**Run 1: M1 wires**

Scale: 4 px per um. Supply wires on this layer in grey.
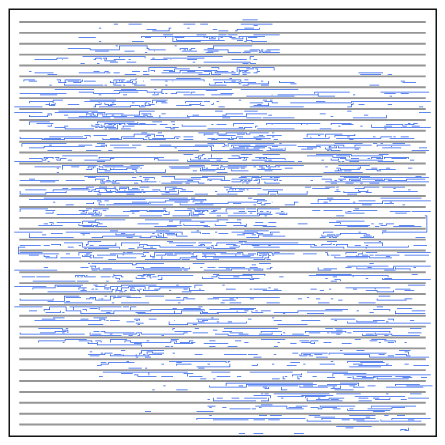
**Run 1: M2 wires**

Scale: 2 px per um.
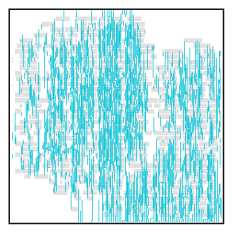
**Run 1: the metal 3 layer**

Scale: 4 px per um.
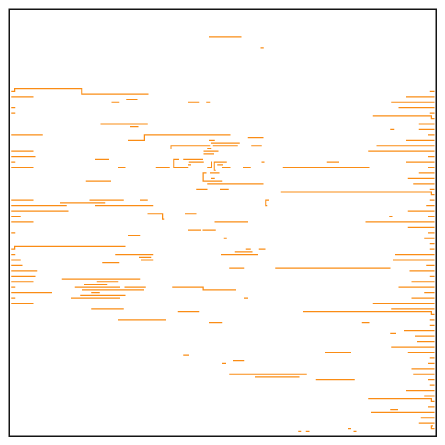
**Run 1: signal wires on met4**

Scale: 4 px per um. Supply wires on this layer in grey.
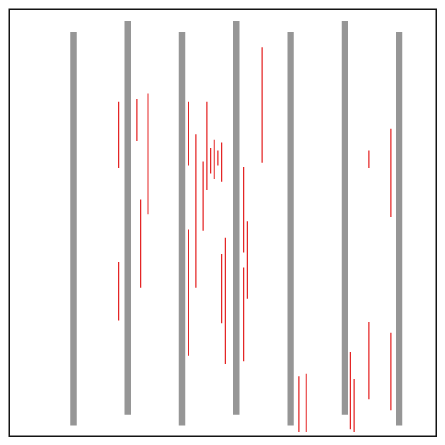
==> src/rtl/imem_boot_ctrl.sv <==
// Boot sequencer for the 256-word instruction memory: loads a big-endian byte
// stream into memory, then releases the CPU and gates fetches beyond the program.
module imem_boot_ctrl #(
    parameter int DEPTH     = 256,
    parameter int AW        = $clog2(DEPTH),
    parameter int ADDR_LEN  = 32,
    parameter int INSTR_LEN = 32
) (
    input  logic                 clk,
    input  logic                 rst_n,
    input  logic                 boot_start,
    input  logic [7:0]           ld_byte,
    input  logic                 ld_valid,
    output logic                 ld_ready,
    input  logic                 ld_last,
    input  logic [ADDR_LEN-1:0]  cpu_pc,
    output logic [INSTR_LEN-1:0] cpu_inst,
    output logic                 cpu_run,
    output logic                 mem_we,
    output logic [AW-1:0]        mem_waddr,
    output logic [INSTR_LEN-1:0] mem_wdata,
    output logic [AW-1:0]        mem_raddr,
    input  logic [INSTR_LEN-1:0] mem_rdata,
    output logic [AW:0]          words_loaded,
    output logic                 load_err,
    output logic [2:0]           dbg_state
);

    // Load handshake: a byte transfers on any rising edge where ld_valid and
    // ld_ready are both high; ld_byte/ld_last are sampled on that same edge.
    // ld_ready depends only on the state, never on ld_valid.

    typedef enum logic [2:0] {
        S_IDLE = 3'd0,
        S_LOAD = 3'd1,
        S_FIN  = 3'd2,
        S_RUN  = 3'd3,
        S_ERR  = 3'd4
    } state_t;

    localparam logic [AW:0] FULL_PTR = (AW+1)'(DEPTH);

    state_t                 state_q, state_d;
    logic [1:0]             byte_cnt_q;
    logic [AW:0]            wr_ptr_q;
    logic [AW:0]            words_q;
    logic [INSTR_LEN-9:0]   pack_q;
    logic                   mem_we_q;
    logic [AW-1:0]          mem_waddr_q;
    logic [INSTR_LEN-1:0]   mem_wdata_q;

    logic hs, last_byte, full, start, commit, err_hit, finish;
    logic [ADDR_LEN-3:0] pc_word;
    logic                in_range;
    logic                unused_pc_bits;

    always_comb begin
        hs        = ld_valid && (state_q == S_LOAD);
        last_byte = (byte_cnt_q == 2'd3);
        full      = (wr_ptr_q == FULL_PTR);
        // FIN is a one-cycle hand-off; a restart there is deliberately ignored.
        start     = boot_start && (state_q != S_FIN);
        commit    = hs && last_byte && !full && !start;
        err_hit   = hs && ((ld_last && !last_byte) || (last_byte && full));
        finish    = commit && ld_last;
    end

    always_ff @(posedge clk) begin
        if (!rst_n) begin
            state_q <= S_IDLE;
        end else begin
            state_q <= state_d;
        end
    end

    always_comb begin
        state_d = state_q;
        case (state_q)
            S_IDLE: if (start) state_d = S_LOAD;
            S_LOAD: begin
                if (start)        state_d = S_LOAD;
                else if (err_hit) state_d = S_ERR;
                else if (finish)  state_d = S_FIN;
            end
            S_FIN:  state_d = S_RUN;
            S_RUN:  if (start) state_d = S_LOAD;
            S_ERR:  if (start) state_d = S_LOAD;
            default: state_d = S_IDLE;
        endcase
    end

    // Packing and write datapath. The write of one word overlaps reception of
    // the next, so ld_ready never has to drop for a memory write.
    always_ff @(posedge clk) begin
        if (!rst_n) begin
            byte_cnt_q  <= '0;
            wr_ptr_q    <= '0;
            words_q     <= '0;
            pack_q      <= '0;
            mem_we_q    <= 1'b0;
            mem_waddr_q <= '0;
            mem_wdata_q <= '0;
        end else begin
            mem_we_q <= commit;
            if (commit) begin
                mem_waddr_q <= wr_ptr_q[AW-1:0];
                mem_wdata_q <= {pack_q, ld_byte};
            end
            if (start) begin
                byte_cnt_q <= '0;
                wr_ptr_q   <= '0;
                words_q    <= '0;
            end else begin
                if (hs) begin
                    byte_cnt_q <= byte_cnt_q + 2'd1;
                    pack_q     <= {pack_q[INSTR_LEN-17:0], ld_byte};
                end
                if (commit)   wr_ptr_q <= wr_ptr_q + 1'b1;
                if (mem_we_q) words_q  <= words_q + 1'b1;
            end
        end
    end

    always_comb begin
        ld_ready     = (state_q == S_LOAD);
        cpu_run      = (state_q == S_RUN);
        load_err     = (state_q == S_ERR);
        dbg_state    = state_q;
        mem_we       = mem_we_q;
        mem_waddr    = mem_waddr_q;
        mem_wdata    = mem_wdata_q;
        words_loaded = words_q;
    end

    // Fetch gating: anything past the loaded program reads as NOP.
    always_comb begin
        mem_raddr      = cpu_pc[AW+1:2];
        pc_word        = cpu_pc[ADDR_LEN-1:2];
        in_range       = (pc_word < (ADDR_LEN-2)'(words_q));
        cpu_inst       = (cpu_run && in_range) ? mem_rdata : '0;
        unused_pc_bits = ^cpu_pc[1:0];
    end

endmodule

==> config.mk <==
export PLATFORM = sky130hd
export DESIGN_NAME = imem_boot_ctrl
export DESIGN_NICKNAME = d
export VERILOG_FILES = /design/src/rtl/imem_boot_ctrl.sv
export SDC_FILE = /design/constraint.sdc
export NUM_CORES = 1
export LEC_CHECK = 0
export CAP_MARGIN = 5
export CORE_MARGIN = 2
export CORE_UTILIZATION = 39
export CTS_CLUSTER_SIZE = 25
export DETAILED_ROUTE_END_ITERATION = 7
export GPL_TIMING_DRIVEN = 0
export PLACE_DENSITY = 0.79
export SYNTH_ARGS = -nofsm -noshare
export SYNTH_HDL_FRONTEND = slang
export SYNTH_SLANG_ARGS = --single-unit
==> constraint.sdc <==
create_clock -name clk -period 1.7 [get_ports clk]
set_input_delay 0.255 -clock clk [delete_from_list [all_inputs] [get_ports clk]]
set_output_delay 0.255 -clock clk [all_outputs]
set_load 0.02 [all_outputs]
==> flow_metrics.py, run 1 <==
# Physical implementation metrics
metrics = {
    "timing": {
        "setup_tns_ns": -22.20,
        "finalSetupViolCount": 76,
        "setup_ws_ns": -0.693,
        "fin_crit_ns": 2.39,
        "period_used_share": 1.41,
        "relSlewSlack": 0.602,
        "slew_viol_final": 0,
        "rsz0062_at_grt": "true",
        "fmaxAchievable_mhz": 418,
    },
    "layout": {
        "fin_cells": 852,
        "mostFrequentLayoutCell": "nand2_1",
        "fillCellCount": 716,
        "diodes": 0,
        "finalInstanceArea_mm2": 0.00728,
        "lay_top_cells": "137 x nand2_1, 108 x clkdlybuf4s50_1, 73 x dfxtp_1, 42 x mux2i_1, 40 x buf_6",
        "area_growth_pct": 78.2,
    },
    "floorplanning": {
        "fp.coreArea_mm2": 0.0102,
        "dieWidth_um": 106,
        "initial_core_util": 0.399,
        "die_y_um": 106,
        "row_count": 37,
        "io_pins": 173,
    },
    "worst_setup_path": {
        "path_max_fanout": 5,
        "crit_buf_inv": 5,
        "start_kind": "input pin",
        "critPathTopFamily": "simple AND/OR/NAND/NOR gates",
        "slowest_stage": "clkdlybuf4s50_1",
        "required_ns": 1.44,
        "crit_path_cell_trace": "clkdlybuf4s50_1, nor4_2, nand4_1, nor3_4, buf_6, clkbuf_8, buf_6, and3_4, buf_6",
        "worstPathArrival_ns": 2.14,
        "cp-end-kind": "output port",
    },
    "clock_network": {
        "htreeDepth": 3,
        "cts_hold_buf": 0,
        "cts.sinks": 88,
        "cts_buffers": 9,
        "cts_tree": "yes",
        "clockBufferDepth": 2,
        "clk_latency_ns": 0.37,
        "clk_root_buffer_cell": "clkbuf_8",
    },
    "synthesis": {
        "largest_area_cell": "dfxtp_1",
        "top_area_frac": 0.431,
        "common_cells": "138 x nand2_1, 88 x dfxtp_1, 43 x mux2i_1",
        "ys_ff": 88,
        "synth_seq_share": 0.431,
        "synth.yosys.warnings": 0,
        "synth.mux.area_fraction": 0.105,
        "synthXorXnorAreaFrac": 0.0279,
        "ys_async_sr_fraction": 0,
        "ys.flop_type": "dfxtp_1",
        "yosys-top-cells-area": "dfxtp_1 43%, nand2_1 13%, mux2i_1 11%",
        "synthCells": 492,
    },
    "grt": {
        "grt_max_degree": 17,
        "met2_usage": 0.452,
        "overflow": 0,
        "busiest_layer": "met2",
        "grt.total_usage": 0.247,
        "grt_util_met1": 0.273,
    },
    "outcome": {
        "violations": "negative setup slack",
        "run_status": "finished with violations",
    },
    "routing": {
        "vias_per_cell": 5.27,
        "drc": 0,
    },
    "placed_design": {
        "place_congestion": 0.842,
        "dp_hpwl_mm": 9.68,
        "io_buffer_count": 169,
    },
    "min_path": {
        "worstHoldPathType": "flip-flop to flip-flop",
    },
}
Notes on 'M1 wires' above:
wire length on this layer: 5800 um
main direction: horizontal
longest straight run: 35.9 um
nets with wire on the layer: 725
share of all routed wire: 37%

Notes on 'M2 wires' above:
main direction: vertical
share of all routed wire: 52%
nets with wire on the layer: 716
wire length on this layer: 8150 um
longest straight run: 40.1 um

Notes on 'the metal 3 layer' above:
share of all routed wire: 7.0%
nets with wire on the layer: 149

Notes on 'signal wires on met4' above:
nets with wire on the layer: 26
longest straight run: 38.1 um
share of all routed wire: 3.3%
main direction: vertical

==> run 1: registers in the layout, indices dropped and copies added (netlist names) <==
register and flops:
mem_wdata 32, pack_q 24, words_loaded 9, wr_ptr_q 9, mem_waddr 8, dbg_state 3
byte_cnt_q 2, mem_we 1
==> run 1: final timing paths <==
kind / cells past startpoint / slack, ns / from / endpoint
setup reg to reg: 7 / -0.11 / wr_ptr_q[0] / wr_ptr_q[0]
setup / recovery: 9 / -0.69 / cpu_pc[22] / cpu_inst[12]
hold / removal: 2 / 0.46 / mem_wdata[31] / mem_wdata[31]
hold reg to reg: 2 / 0.46 / mem_wdata[31] / mem_wdata[31]
==> run 1: worst register-to-register path: stages (launching register included) <==
cell and delay (ns):
dfxtp_4 0.38, inv_4 0.05, ha_4 0.14, nor4b_4 0.12, and4b_2 0.32, buf_6 0.15
or4_4 0.51, o21ai_2 0.08
==> run 1: where the power goes <==
group	leakage, uW	internal (uW)	switching [uW]
Clock	0.000105	740	802
Combinational	0.00195	249	214
Sequential	0.000718	2060	8.62
==> run 1: cell type report <==
| cell class | count | area (um^2) | share of cell area |
|---|---|---|---|
| multi-input cells | 352 | 2560 | 0.351 |
| repair buffers | 211 | 2180 | 0.300 |
| flip-flops and latches | 88 | 1790 | 0.246 |
| plain buffers | 37 | 313 | 0.0430 |
| well taps | 136 | 170 | 0.0234 |
| clock buffers | 10 | 138 | 0.0189 |
| clock inverters | 6 | 75.1 | 0.0103 |
| inverters | 12 | 52.6 | 0.00722 |
==> run 1: routing by layer <==
layer  wire [um]  vias to the layer above
met5           0                        -
met4         508                        0
met3        1080                       57
met2        8150                      233
met1        5800                     2107
li1            -                     2093
==> run 2, diff against run 1 <==
--- a/config.mk
+++ b/config.mk
@@ -11,7 +11,7 @@
 export CTS_CLUSTER_SIZE = 25
 export DETAILED_ROUTE_END_ITERATION = 7
 export GPL_TIMING_DRIVEN = 0
-export PLACE_DENSITY = 0.79
+export PLACE_DENSITY_LB_ADDON = 0.1
 export SYNTH_ARGS = -nofsm -noshare
 export SYNTH_HDL_FRONTEND = slang
 export SYNTH_SLANG_ARGS = --single-unit
**Run 2: the metal 3 layer**

Scale: 4 px per um.
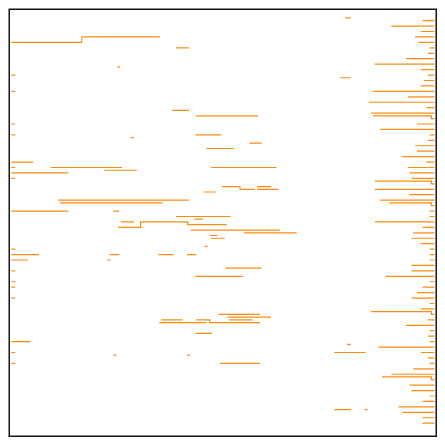
longest straight run: 32.4 um
nets with wire on the layer: 124
main direction: horizontal
wire length on this layer: 891 um
share of all routed wire: 6.3%

==> run 2 against run 1 <==
The flow still finishes with violations (negative setup slack). Sequential power about the same. Global-route usage down 0.83 points. First-iteration DRC count down 28%. Setup slack improved by 0.028 ns. Clock skew about the same. Fmax increased by 1.2%. Register-to-register slack lost 0.04 ns. Wire length shrank 8.2%. Power is 5.6% higher. Combinational power grew 1%. Largest cell class is now non-clock buffers.
==> flow_metrics.py, run 2 <==
# Physical implementation metrics
metrics = {
    "timing": {
        "rsz0062_at_grt": "true",
        "setup_tns_ns": -21.16,
        "relSlewSlack": 0.594,
        "slew_viol_final": 0,
        "fin_crit_ns": 2.36,
        "setup_ws_ns": -0.665,
        "finalSetupViolCount": 70,
        "period_used_share": 1.39,
    },
    "power_and_ir_drop": {
        "internal_power_uw": 3310,
        "comb_power_share": 0.109,
        "p_switching_uw": 990,
        "p_comb_uw": 468,
        "netSwitchingFraction": 0.230,
        "p_clk_frac": 0.410,
        "seq_power_share": 0.481,
    },
    "layout": {
        "fin_cells": 873,
        "area_growth_pct": 83.3,
        "largest_reg_flops": 32,
        "mostFrequentLayoutCell": "nand2_1",
        "fillCellCount": 735,
        "seq_area_mm2": 0.00179,
        "finalInstanceArea_mm2": 0.00749,
    },
    "clock_network": {
        "cts.sinks": 88,
        "clk_root_buffer_cell": "clkbuf_8",
        "clockBufferDepth": 2,
        "cts_tree": "yes",
        "cts_buffers": 9,
        "clk_latency_ns": 0.37,
    },
    "outcome": {
        "run_status": "finished with violations",
        "violations": "negative setup slack",
    },
    "worst_setup_path": {
        "start_kind": "input pin",
        "required_ns": 1.44,
        "worstPathArrival_ns": 2.11,
        "cp-end-kind": "output port",
    },
    "floorplanning": {
        "dieWidth_um": 106,
        "io_pins": 173,
        "die_y_um": 106,
        "initial_core_util": 0.399,
        "fp.coreArea_mm2": 0.0102,
        "row_count": 37,
    },
    "synthesis": {
        "common_cells": "138 x nand2_1, 88 x dfxtp_1, 43 x mux2i_1",
        "ys_ff": 88,
        "synth.yosys.warnings": 0,
        "ys_async_sr_fraction": 0,
        "yosys-top-cells-area": "dfxtp_1 43%, nand2_1 13%, mux2i_1 11%",
        "largest_area_cell": "dfxtp_1",
    },
    "grt": {
        "grt_max_degree": 16,
        "overflow": 0,
    },
    "placed_design": {
        "dp_hpwl_mm": 8.88,
    },
    "min_path": {
        "worstHoldPathType": "flip-flop to flip-flop",
    },
    "routing": {
        "drc": 0,
    },
}
run 2: metal layers:
metal  part of all wire  track usage  routed length (um)
met2               0.52        0.446                7440
met5                  0            0                   0
met3              0.062       0.0380                 890
met1               0.39        0.263                5580
met4              0.024        0.108                 345
run 2: logic make-up after synthesis:
group,share of synthesized area
simple gates,0.273
flops,0.431
buf+inv,0.0615
compound gates,0.0643
mux,0.105
xor+xnor,0.0279
fa+ha+maj,0.0367
run 2: cell type report:
| class | instances | share of cell area |
|---|---|---|
| Tap cell | 136 | 0.0227 |
| Sequential cell | 88 | 0.238 |
| Buffer | 35 | 0.0369 |
| Clock buffer | 10 | 0.0170 |
| Timing Repair Buffer | 234 | 0.325 |
| Clock inverter | 6 | 0.0155 |
| Inverter | 12 | 0.00702 |
| Multi-Input combinational cell | 352 | 0.337 |
run 2: what timing repair did:
| item | in CTS | in global routing |
|---|---|---|
| buffers inserted | 48 | 12 |
| setup endpoints to repair | 110 | 120 |
| pin swaps | 32 | 22 |
| resized | 292 | 53 |
| hold buffers | 0 | 0 |
| cloned | 10 | 0 |
run 2: worst paths after layout:
path	slack, ns	startpoint	depth (start not counted)	to
worst max-delay path	-0.66	cpu_pc[29]	10	cpu_inst[25]
worst min-delay path	0.46	mem_wdata[25]	2	mem_wdata[25]
worst max register to register	-0.15	wr_ptr_q[0]	9	dbg_state[1]
worst min register to register	0.46	mem_wdata[25]	2	mem_wdata[25]
run 2: critical path, cell delays in order:
cell	delay [ns]
clkdlybuf4s50_1	0.44
nor4_2	0.30
nand4_1	0.19
nor3_4	0.21
buf_6	0.14
buf_6	0.11
buf_8	0.11
buf_6	0.08
and3_4	0.16
buf_6	0.11
==> run 3, diff against run 2 <==
--- a/config.mk
+++ b/config.mk
@@ -5,9 +5,10 @@
 export SDC_FILE = /design/constraint.sdc
 export NUM_CORES = 1
 export LEC_CHECK = 0
+export ABC_AREA = 1
 export CAP_MARGIN = 5
-export CORE_MARGIN = 2
-export CORE_UTILIZATION = 39
+export CORE_MARGIN = 5
+export CORE_UTILIZATION = 38
 export CTS_CLUSTER_SIZE = 25
 export DETAILED_ROUTE_END_ITERATION = 7
 export GPL_TIMING_DRIVEN = 0
**Run 3: M2 wires**

Scale: 2 px per um.
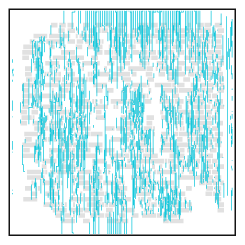
main direction: vertical
longest straight run: 71.9 um
share of all routed wire: 50%
wire length on this layer: 6450 um
nets with wire on the layer: 697

==> run 3 against run 2 <==
The run still ends with negative setup slack left. Sequential cell count unchanged. Fmax decreased by 3.2%. Utilization decreased by 6.8 points. Critical path type is now flip-flop to output port. Highest routed layer unchanged.
==> flow_metrics.py, run 3 <==
# Physical implementation metrics
metrics = {
    "power_and_ir_drop": {
        "seq_power_share": 0.493,
        "p_switching_uw": 1230,
        "p_clk_frac": 0.336,
        "p_comb_uw": 761,
        "comb_power_share": 0.170,
    },
    "placed_design": {
        "dp_hpwl_mm": 10.0,
    },
    "outcome": {
        "run_status": "finished with violations",
        "violations": "negative setup slack",
    },
    "floorplanning": {
        "die_y_um": 112,
    },
    "timing": {
        "setup_ws_ns": -0.742,
        "relSlewSlack": 0.640,
        "fin_crit_ns": 2.44,
        "rsz0062_at_grt": "true",
        "period_used_share": 1.44,
        "finalSetupViolCount": 32,
    },
    "layout": {
        "fin_cells": 898,
        "largest_reg_flops": 32,
        "mostFrequentLayoutCell": "clkdlybuf4s50_1",
    },
    "worst_setup_path": {
        "critPathTopFamily": "simple AND/OR/NAND/NOR gates",
        "slowest_stage": "dfxtp_4",
        "crit_start": "words_loaded[7]",
        "reg2reg_to": "wr_ptr_q[6]",
        "rrSetupSlack_ns": 0.08,
        "rr_worst_depth": 10,
        "critical_path.max_stage_delay_ns": 0.37,
        "required_ns": 1.44,
    },
    "clock_network": {
        "cts_resized": 211,
        "clockBufferDepth": 2,
        "clk_root_buffer_cell": "clkbuf_8",
        "clk_latency_ns": 0.36,
        "cts_buffers": 9,
    },
    "routing": {
        "drc": 0,
    },
    "min_path": {
        "hold_depth": 3,
        "hp-start": "rst_n",
        "worstHoldPathType": "input pin to flip-flop",
    },
    "synthesis": {
        "common_cells": "116 x nor2_1, 88 x dfxtp_1, 79 x nand2_1",
        "yosys-top-cells-area": "dfxtp_1 44%, nor2_1 11%, nand2_1 7.5%",
        "ys_ff": 88,
    },
}
-- run 3: netlist changes by cell type in the layout (fill, tap and decap cells not counted), sizes merged, moves of 5 or more --
cell / change
nand2: -58
buf: -35
mux2i: -43
inv: +61
nor2: +98
nor4: -5
clkbuf: -9
o21ai: +47
and3: -33
a21oi: -7
xnor2: -11
nand3: +26
-- run 3: layout make-up --
cell class | instances | area, um^2
Fill cell | 898 | 3460
Buffer | 30 | 255
Tap cell | 136 | 170
Clock inverter | 5 | 62.6
Multi-Input combinational cell | 361 | 2160
Inverter | 71 | 279
Clock buffer | 11 | 141
Sequential cell | 88 | 1790
Timing Repair Buffer | 196 | 1970
-- run 3: layer usage --
layer | wire (um) | global-route usage | vias up
li1 | - | - | 2163
met1 | 5390 | 0.242 | 1925
met2 | 6450 | 0.350 | 130
met3 | 838 | 0.0442 | 15
met4 | 185 | 0.0433 | 0
met5 | 0 | 0 | -
-- run 3: worst max-delay path by stage --
| stage | to | slack (ns) |
|---|---|---|
| finish | cpu_inst[2] | -0.74 |
| global route | cpu_inst[2] | -0.84 |
| detailed placement | cpu_inst[9] | -1.15 |
| floorplan | cpu_inst[10] | -0.12 |
| CTS | cpu_inst[10] | -0.80 |
| global placement | cpu_inst[9] | -1.14 |
-- run 3: logic make-up (layout without fill, tap and decap cells) --
kind of cell	after synthesis	in the layout	synth area share
XOR/XNOR	4	4	0.00881
AND/OR/NAND/NOR	253	253	0.278
buffers and inverters	103	313	0.110
AND-OR/OR-AND	92	92	0.122
adder cells (fa/ha/maj)	12	12	0.0378
flip-flops	88	88	0.443
-- run 3: worst min-delay path: stages --
cell and delay [ns]:
clkbuf_1 0.24, o21ai_0 0.17, a31oi_1 0.05
No activity file was given, so power comes from the tool's default toggle rates.
